**Congestion heat map**

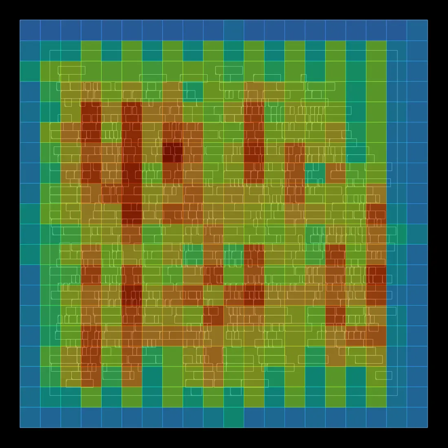
**Signal wires on met1**

Bar = 50 µm. Supply wires on this layer in gray.
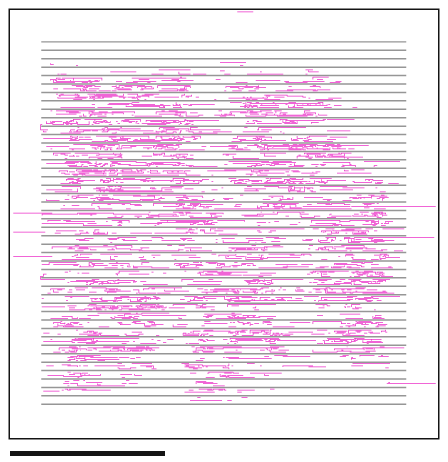
**Layout detail**

Bar = 10 µm. Window x 84 to 124, y 15 to 55 µm. Cells in gray, sequential cells in the stronger gray; small squares are vias.
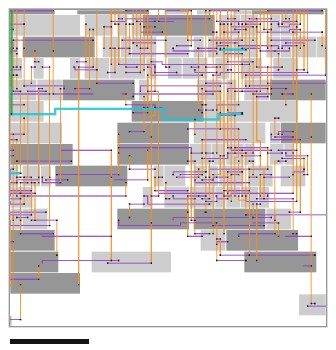
**M3 wires**

Bar = 50 µm. Cells faint in the background.
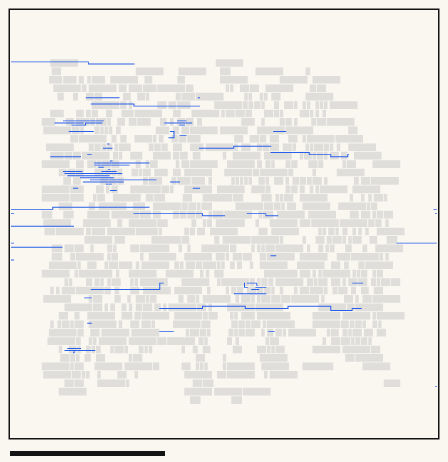
**Gate families picked out**

Bar = 50 µm.
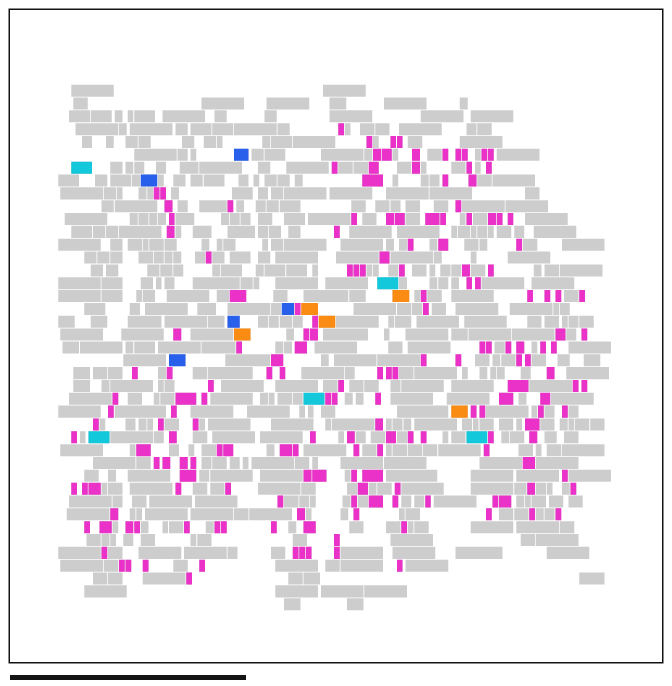
==> config.mk <==
export PLATFORM = sky130hd
export DESIGN_NAME = line_steer_ctrl
export DESIGN_NICKNAME = d
export VERILOG_FILES = /design/src/rtl/line_steer_ctrl.sv
export SDC_FILE = /design/constraint.sdc
export NUM_CORES = 1
export LEC_CHECK = 0
export CORE_MARGIN = 10
export CORE_UTILIZATION = 50
export DETAILED_ROUTE_END_ITERATION = 10
export GPL_TIMING_DRIVEN = 0
export HOLD_SLACK_MARGIN = 0.15
export PLACE_DENSITY = 0.73
export SLEW_MARGIN = 40
export SYNTH_ARGS = -nofsm -noshare
export SYNTH_HDL_FRONTEND = slang
export SYNTH_SLANG_ARGS = --single-unit
==> constraint.sdc <==
create_clock -name clk -period 6.35 [get_ports clk]
set_clock_uncertainty 0.1 [all_clocks]
set_input_delay 0.9525 -clock clk [delete_from_list [all_inputs] [get_ports clk]]
set_output_delay 0.9525 -clock clk [all_outputs]
set_load 0.005 [all_outputs]
==> run_results.csv <==
group,metric,value,unit
floorplan,ios,16,
synth,syn_avg_cell_area,9.97,µm²
critical_path,worst-endpoint-required,6.52,ns
synth,common_cells,"dfrtp_1 (131), nor2_1 (127), xnor2_1 (60)",
synth,synth_dominant_cell_count,"dfrtp_1",
global_routing,first_global_vias,5469,
final_timing,final.min_clock_period,3.14,ns
finish,number_of_flip_flops_under_the_largest_register_name,96,
global_routing,gr-total-overflow,0,
clock_network,clock.latency.late_pin,0.42,ns
clock_network,cts.repair_timing.setup_buffer_count,0,
critical_path,crit_path_end_kind,"register",
place,placed_cell_area,0.00738,mm²
synth,syn-num-nets,712,
routing,wl_per_cell,16.1,µm
synth,yosysCellCount,700,
clock_network,number_of_buffers_inserted_by_hold_repair_at_cts,0,
synth,number_of_different_library_cells_in_the_post_synthesis_netlist,56,
power_and_ir_drop,leakagePower,3.14,nW
clock_network,clkTransAtPathRegs,0.06,ns
power_and_ir_drop,ir_drop,0.223,mV
synth,synth-main-ff-cell,"dfrtp_1",
outcome,outcome,"complete, no violations",
final_timing,min_period_over_period,49.5,%
routing,post_drt_via_cell_ratio,5.73,
finish,fraction_of_layout_cells_with_a_size_suffix_above_1,11.1,%
floorplan,initial_utilization,50.7,%
clock_network,cts.repair.resized,0,
finish,count_of_filler_cells_inserted_in_the_layout,1194,
critical_path,critical_path_arrival,3.31,ns
synth,synthArstFlopShare,100,%
final_timing,max_slew_margin,51.1,%
synth,synth.yosys.chip_area,0.00698,mm²
critical_path,worst_setup_path_start_kind,"primary input",
floorplan,chipArea,0.0191,mm²
finish,count_of_inserted_antenna_diode_cells,0,
finish,final_net_count,747,
finish,postLayoutCellArea,0.00797,mm²
critical_path,timing.reg2reg.setup_slack,3.65,ns
floorplan,std_cell_rows,43,
place,globalplace.congestion,0.876,
final_timing,hold_violations,0,
routing,drt_iter0_drc,352,
routing,dr.pass1.iters,5,
synth,enable_flop_cells,0,
final_timing,clock.fmax,318,MHz
floorplan,core-area,0.0138,mm²
critical_path,crit_type,"primary input to register",
critical_path,critical_path.max_fanout,10,
floorplan,die_w,138,µm
final_timing,final_max_slew_viols,0,
synth,yosys.area.top_type_share,47.0,%
final_timing,tightest_slew,0.727,ns
clock_network,cts-root-buf,"clkbuf_16",
place,detailed_place_hpwl,10.3,mm
global_routing,grt_first_pass_wirelength,26.1,mm
clock_network,cts_made_buffers,17,
clock_network,cts.sink_count,135,
min_path,min_path_cells,0,
flow_run,cap_violations,0,
global_routing,grt_antenna_before_repair,0,
flow_run,openroad_warnings,26,
finish,syn2layout_area_growth,14.3,%
global_routing,grt_max_degree,76,
synth,ys_top_cells_by_area,"dfrtp_1 (47%), xnor2_1 (7.5%), nor2_1 (6.8%)",
critical_path,rr_worst_depth,6,
final_timing,grt_setup_unrepaired,"false",
place,port_buffers,15,
power_and_ir_drop,power.density,272,mW/mm²
routing,drtAntennaViolNets,0,
synth,mapped_cell_area,0.00698,mm²
synth,synthCells,700,
synth,synth-seq-area-share,48.5,%
floorplan,fp.dieH,138,µm
min_path,hold_path_class,"register to register",
synth,numSynthFlops,135,
clock_network,cts_buffer_depth,2,
power_and_ir_drop,fin_total_pwr,2.17,mW
final_timing,timing.final.setup_violations,0,
synth,yosysWarnings,0,
synth,top_area_cell,"dfrtp_1",
routing,route.detailed.drc,0,
clock_network,h-tree-depth,4,
clock_network,tritoncts_clock_tree,"built",
-- 'congestion heat map' (at the start) --
M3 GR Usage: 4.38%
fraction of met2 tracks used by global routing: 26.8%
overall fraction of global-route tracks in use: 16.0%
GRT met1 Usage: 19.5%
final core utilization: 57.9%

-- 'signal wires on met1' (at the start) --
main direction: horizontal
nets with wire on the layer: 709
detailed-route via count: 5,315
post-detailed-routing wire length: 14.9 mm

-- 'layout detail' (at the start) --
legend:
  orange:
    layer: M2
  purple:
    layer: M1
  cyan:
    layer: M3
  green:
    layer: M4
cells with their middle in the window: 88
sequential cells in the window: 17
most frequent: dfrtp_1 (17), nor2_1 (15), xor2_1 (9)

-- 'M3 wires' (at the start) --
share of all routed wire: 4.2%
longest straight run: 31.1 µm
wire length on this layer: 625 µm
main direction: horizontal

-- 'gate families picked out' (at the start) --
legend:
  magenta:
    family: nor cells
    cells: 181
    most_used: nor2_1
  orange:
    family: mux cells
    cells: 5
    most_used: mux2i_1
    where: center
  cyan:
    family: fa/ha/maj cells
    cells: 5
    most_used: ha_1
  blue:
    family: non-inverting ao/oa cells
    cells: 5
count of placed standard cells in the final layout, fillers left out: 928
most instantiated logic cell after routing: dfrtp_1
multi-input combinational area share: 42.1%

==> cell type report <==
type / instances / area (µm²) / share of cell area [%]
Tap cell: 180 / 225 / 2.82
Sequential cell: 135 / 3380 / 42.4
Inverter: 19 / 71.3 / 0.894
Clock buffer: 18 / 429 / 5.38
Buffer: 28 / 168 / 2.10
Timing Repair Buffer: 16 / 183 / 2.29
Clock inverter: 14 / 160 / 2.01
Multi-Input combinational cell: 518 / 3350 / 42.1
==> cell families after synthesis <==
kind of cell	after synthesis	share of synthesized area, %
adders and majority gates	5	0.897
AOI/OAI and AO/OA	59	8.20
xor gates and xnor gates	92	11.5
DFF	135	48.5
and+or+nand+nor	357	26.7
buffers and inverters	47	3.43
muxes	5	0.717
==> routing by layer <==
| metal | global-route usage, % | share of wire (%) |
|---|---|---|
| met5 | 0 | 0 |
| met2 | 26.8 | 50 |
| met1 | 19.5 | 45 |
| met4 | 4.94 | 1.3 |
| met3 | 4.38 | 4.2 |
==> cell usage in the layout (no fill, tap or decap), types with 15 or more instances in the layout <==
master / synthesis / layout
xnor2_1: 60 / 60
clkbuf_16: 0 / 17
nand2_1: 39 / 39
nand3_1: 41 / 41
o31ai_1: 18 / 18
or4_1: 20 / 20
clkbuf_1: 15 / 16
nor3_1: 24 / 24
and3_1: 15 / 15
nor2_1: 127 / 127
dfrtp_1: 131 / 131
nand4_1: 30 / 30
xor2_1: 32 / 32
a22oi_2: 20 / 20
inv_1: 19 / 19
==> power by group <==
part / switching, mW / internal (mW) / total [mW]
sequential: 0.0346 / 0.900 / 0.935
clock: 0.370 / 0.612 / 0.983
combinational: 0.139 / 0.110 / 0.249
total: 0.544 / 1.62 / 2.17
==> stage by stage <==
step | utilization, % | setup TNS [ns] | setup WS (ns) | hold slack (ns) | std cells
floorplan | - | 0 | 3.85 | 0.231 | 700
global placement | 53.4 | -119.23 | -0.919 | 0.234 | 895
detailed placement | 53.6 | 0 | 2.74 | 0.239 | 896
CTS | 57.9 | 0 | 3.18 | 0.252 | 928
global route | 57.9 | 0 | 2.99 | 0.251 | 928
finish | 57.9 | 0 | 3.21 | 0.251 | 928
==> worst max-delay path, stage by stage <==
cell and delay [ns]:
clkdlybuf4s50_1 0.53, nor3b_1 0.40, o21a_1 0.18, a2111oi_0 0.06, o22ai_1 0.43, clkbuf_1 0.58
a22oi_2 0.17
No activity file was given, so power comes from the tool's default toggle rates.
